## config.mk

```make
export PLATFORM = sky130hd
export DESIGN_NAME = hbm_load_scheduler
export DESIGN_NICKNAME = d
export VERILOG_FILES = /design/src/rtl/hbm_load_scheduler.sv
export SDC_FILE = /design/constraint.sdc
export NUM_CORES = 1
export LEC_CHECK = 0
export ABC_AREA = 0
export CORE_ASPECT_RATIO = 1.25
export CORE_MARGIN = 5
export CORE_UTILIZATION = 39
export CTS_BUF_LIST = sky130_fd_sc_hd__clkbuf_4 sky130_fd_sc_hd__clkbuf_8
export DETAILED_ROUTE_END_ITERATION = 7
export PLACE_DENSITY = 0.92
export SYNTH_ARGS = -nofsm -noshare
export SYNTH_HDL_FRONTEND = slang
export SYNTH_SLANG_ARGS = --single-unit
```

## constraint.sdc

```tcl
create_clock -name CLK_i -period 3.9 [get_ports CLK_i]
set_input_delay 0.585 -clock CLK_i [delete_from_list [all_inputs] [get_ports CLK_i]]
set_output_delay 0.585 -clock CLK_i [all_outputs]
set_load 0.05 [all_outputs]
```

## src/rtl/hbm_load_scheduler.sv

```systemverilog
// hbm_load_scheduler: round-robin HBM-to-SRAM tile load sequencer across lanes and banks
module hbm_load_scheduler #(
  parameter int LANES  = 6,
  parameter int BANKS  = 8,
  parameter int ADDR_W = 8,
  parameter int BANK_W = 3
) (
  input  logic                      CLK_i,
  input  logic                      RST_i,
  input  logic [LANES-1:0]          req_i,
  input  logic [LANES*BANK_W-1:0]   req_bank_i,
  input  logic [LANES*ADDR_W-1:0]   req_addr_i,
  input  logic [LANES*ADDR_W-1:0]   req_len_i,
  input  logic                      hbm_valid_i,
  output logic                      hbm_ready_o,
  output logic [LANES-1:0]          gnt_o,
  output logic [LANES*BANKS-1:0]    sram_we_o,
  output logic [ADDR_W-1:0]         sram_addr_o,
  output logic [LANES-1:0]          done_o,
  output logic                      busy_o
);
  localparam int LW = (LANES > 1) ? $clog2(LANES) : 1;
  typedef enum logic [1:0] {IDLE, XFER, DONE} state_t;
  state_t state_q, state_d;
  logic [LW-1:0] ptr_q, ptr_d, g_q, g_d, sel;
  logic [BANK_W-1:0] bank_q, bank_d;
  logic [ADDR_W-1:0] addr_q, addr_d, len_q, len_d, cnt_q, cnt_d;
  logic found;
  int j;
  // First requester at or above ptr, wrapping modulo LANES
  always_comb begin
    found = 1'b0;
    sel = ptr_q;
    j = 0;
    for (int i = 0; i < LANES; i++) begin
      j = int'(ptr_q) + i;
      if (j >= LANES) j = j - LANES;
      if (!found && req_i[j]) begin
        found = 1'b1;
        sel = LW'(j);
      end
    end
  end
  always_comb begin
    state_d = state_q;
    ptr_d = ptr_q;
    g_d = g_q;
    bank_d = bank_q;
    addr_d = addr_q;
    len_d = len_q;
    cnt_d = cnt_q;
    gnt_o = '0;
    hbm_ready_o = 1'b0;
    sram_we_o = '0;
    sram_addr_o = '0;
    done_o = '0;
    case (state_q)
      IDLE: if (found) begin
        g_d = sel;
        bank_d = req_bank_i[int'(sel)*BANK_W +: BANK_W];
        addr_d = req_addr_i[int'(sel)*ADDR_W +: ADDR_W];
        len_d = req_len_i[int'(sel)*ADDR_W +: ADDR_W];
        cnt_d = '0;
        state_d = XFER;
      end
      XFER: begin
        gnt_o[g_q] = 1'b1;
        hbm_ready_o = 1'b1;
        sram_addr_o = addr_q;
        if (hbm_valid_i) begin
          sram_we_o[int'(g_q)*BANKS + int'(bank_q)] = 1'b1;
          addr_d = addr_q + 1'b1;
          cnt_d = cnt_q + 1'b1;
          state_d = (cnt_q == len_q) ? DONE : XFER;
        end
      end
      DONE: begin
        done_o[g_q] = 1'b1;
        ptr_d = (g_q == LW'(LANES-1)) ? '0 : g_q + 1'b1;
        state_d = IDLE;
      end
      default: state_d = IDLE;
    endcase
  end
  assign busy_o = (state_q != IDLE);
  always_ff @(posedge CLK_i) begin
    if (RST_i) begin
      state_q <= IDLE;
      ptr_q <= '0;
      g_q <= '0;
      bank_q <= '0;
      addr_q <= '0;
      len_q <= '0;
      cnt_q <= '0;
    end else begin
      state_q <= state_d;
      ptr_q <= ptr_d;
      g_q <= g_d;
      bank_q <= bank_d;
      addr_q <= addr_d;
      len_q <= len_d;
      cnt_q <= cnt_d;
    end
  end
endmodule

```

==> impl_metrics.py, run 1 <==
# Generated from Yosys and OpenROAD reports
metrics = {
    "outcome": {
        "status": "finished, final reports clean",
    },
    "clock_network": {
        "postCtsSetupBuffers": 0,
        "cts_max_level": 2,
        "clock_path_buffers": 2,
        "clock_latency_ns": 0.28,
    },
    "placement": {
        "hpwlAfterDp_mm": 11.7,
        "post-place-ws_ns": 0.192,
        "placedInstanceArea_sq_um": 6090,
        "dp_cells": 825,
    },
    "sta": {
        "final.setup.worst_slack_ns": 0.189,
        "maxClockFrequency_ghz": 0.269,
        "hold-worst-slack_ns": 0.517,
        "totalNegativeSetupSlack_ns": 0,
        "finalHoldViolations": 0,
    },
    "critical_path": {
        "cp_slowest_stage_delay_ns": 0.40,
        "worst_setup_path_start_kind": "flip-flop",
        "worstPathRequired_ns": 4.03,
        "worstPathBufferInverterCount": 4,
        "worst-setup-path-type": "reg -> reg",
    },
    "grt": {
        "globalRouteOverflowTotal": 0,
    },
    "logic_synthesis": {
        "syn_inst": 516,
        "synthDominantAreaCellType": "sky130_fd_sc_hd__dfxtp_1",
        "synth_adder_area_share": 0.0345,
        "synth-compound-area-share": 0.212,
        "yosys_cells": 516,
    },
    "floorplan": {
        "initial_utilization": 0.397,
        "floorplan.die.height_um": 123,
    },
    "finish": {
        "layout.cell_area.non_filler_sq_um": 6190,
        "area_growth_syn_to_layout_pct": 55.0,
        "fraction_of_standard_cell_area_that_is_sequential": 0.113,
        "nNetsFinal": 837,
        "final_core_util": 0.615,
        "clock_area_frac": 0.0144,
        "inverters": 15,
        "ff_count": 35,
    },
    "power_and_ir_drop": {
        "power.group.top": "combinational cells",
    },
    "route": {
        "vias_per_cell": 5.58,
        "number_of_remaining_drc_errors": 0,
        "wl_met2_mm": 7.51,
        "routed-via-count": 4649,
    },
    "min_path": {
        "min_from": "len_q[5]",
    },
}
Figure 1. Routing congestion (run 1).
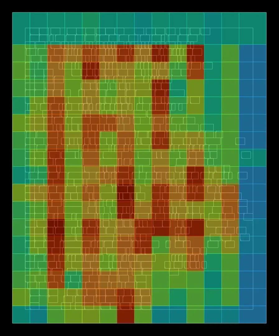
DR WL/cell: 17.1 um
met1 global-route usage: 0.246
met2 track demand over resource: 0.408
global routing met3 resource utilization: 0.0327
Most Crowded Layer GR: met2

Figure 2. Logic cells by family (run 1).
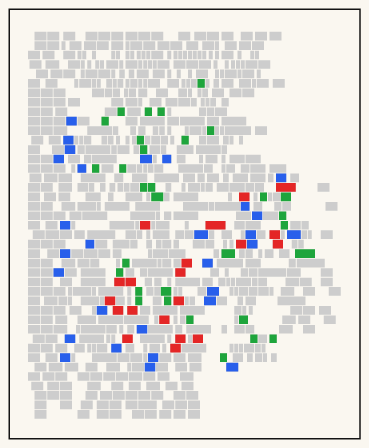
color	family	cells	most used
red	xor and xnor cells	20	xor2_1
green	and/or cells	31	and2_1
blue	non-inverting ao/oa cells	29	o22a_1
Cell Count, Final, Fillers Out: 833
multi-input combinational area share: 0.493

Figure 3. Signal wires by layer (run 1).
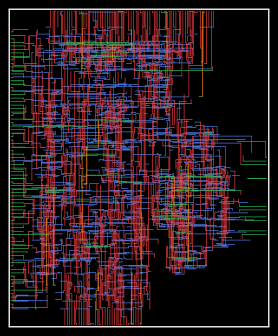
color	layer	wire length
green	M3	980 um
red	M2	7510 um
orange	M4	404 um
blue	M1	5330 um

Figure 4. Local utilization (run 1).
10 x 12 tiles, from white (low) to dark blue (high), 0 to 100% covered.
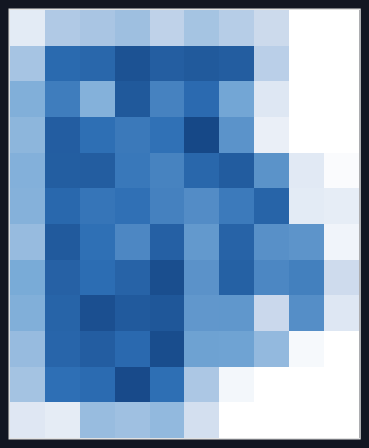

==> run 2, diff against run 1 <==
--- a/config.mk
+++ b/config.mk
@@ -6,11 +6,15 @@
 export NUM_CORES = 1
 export LEC_CHECK = 0
 export ABC_AREA = 0
+export CELL_PAD_IN_SITES_DETAIL_PLACEMENT = 0
+export CELL_PAD_IN_SITES_GLOBAL_PLACEMENT = 1
 export CORE_ASPECT_RATIO = 1.25
 export CORE_MARGIN = 5
-export CORE_UTILIZATION = 39
+export CORE_UTILIZATION = 27
 export CTS_BUF_LIST = sky130_fd_sc_hd__clkbuf_4 sky130_fd_sc_hd__clkbuf_8
+export CTS_CLUSTER_DIAMETER = 30
 export DETAILED_ROUTE_END_ITERATION = 7
+export MAX_ROUTING_LAYER = met4
 export PLACE_DENSITY = 0.92
 export SYNTH_ARGS = -nofsm -noshare
 export SYNTH_HDL_FRONTEND = slang
Figure 5. Local utilization (run 2).
12 x 15 tiles, from white (low) to dark blue (high), 0 to 100% covered.
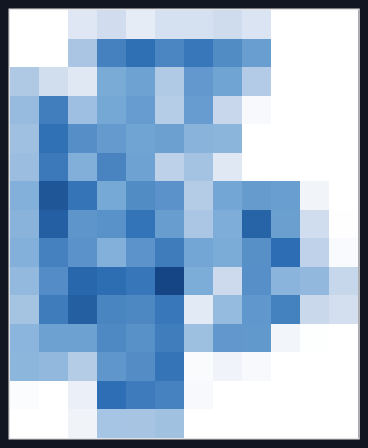
densest ninth of the die	west
mean over tiles	35%
fullest tile	92%
emptiest ninth of the die	north-east
tiles over 75% full	4.4%

==> run 2 against run 1 <==
Combinational power grew 0.8%. Clock skew grew 0.0012 ns. Fmax up 0.59%. Largest power group unchanged. Highest routed layer unchanged.
==> impl_metrics.py, run 2 <==
# Generated from Yosys and OpenROAD reports
metrics = {
    "sta": {
        "maxClockFrequency_ghz": 0.271,
        "finalHoldViolations": 0,
        "final.setup.worst_slack_ns": 0.211,
        "totalNegativeSetupSlack_ns": 0,
    },
    "finish": {
        "nNetsFinal": 841,
        "clock_area_frac": 0.0139,
        "fraction_of_standard_cell_area_that_is_sequential": 0.112,
        "ff_count": 35,
        "inverters": 15,
        "finalNonFillerCells": 885,
        "comb-cell-share": 0.486,
        "area_growth_syn_to_layout_pct": 57.5,
        "layout.cell_area.non_filler_sq_um": 6280,
    },
    "clock_network": {
        "cts_max_level": 2,
        "postCtsSetupBuffers": 0,
        "clock_path_buffers": 2,
    },
    "critical_path": {
        "worstPathBufferInverterCount": 4,
        "worst_setup_path_start_kind": "flip-flop",
        "worst-setup-path-type": "reg -> reg",
    },
    "logic_synthesis": {
        "yosys_cells": 516,
        "synthDominantAreaCellType": "sky130_fd_sc_hd__dfxtp_1",
        "synth_adder_area_share": 0.0345,
        "synth-compound-area-share": 0.212,
        "yosys.area_share.xor_xnor": 0.0458,
        "syn_inst": 516,
    },
    "route": {
        "wl_met2_mm": 7.54,
        "number_of_remaining_drc_errors": 0,
        "routed-via-count": 4440,
        "vias_per_cell": 5.02,
        "drt-wirelength-per-cell_um": 16.2,
    },
    "power_and_ir_drop": {
        "clock_net_power_uw": 266,
        "power.group.top": "combinational cells",
    },
    "min_path": {
        "min_from": "len_q[0]",
    },
    "grt": {
        "gr-usage-met2": 0.302,
        "globalRouteOverflowTotal": 0,
    },
    "outcome": {
        "status": "finished, final reports clean",
    },
    "placement": {
        "post-place-ws_ns": 0.173,
        "placedInstanceArea_sq_um": 6170,
        "hpwlAfterDp_mm": 12.0,
    },
    "floorplan": {
        "floorplan.die.height_um": 146,
        "initial_utilization": 0.276,
    },
}
Figure 6. Routing congestion (run 2).
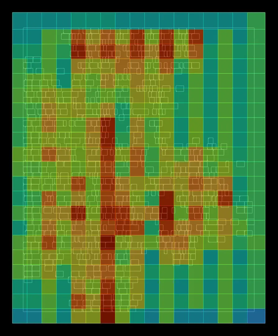
met1 global-route usage: 0.191
global routing met3 resource utilization: 0.0140
core occupancy in the finished layout: 0.434

Power and IR drop assume default switching activity.
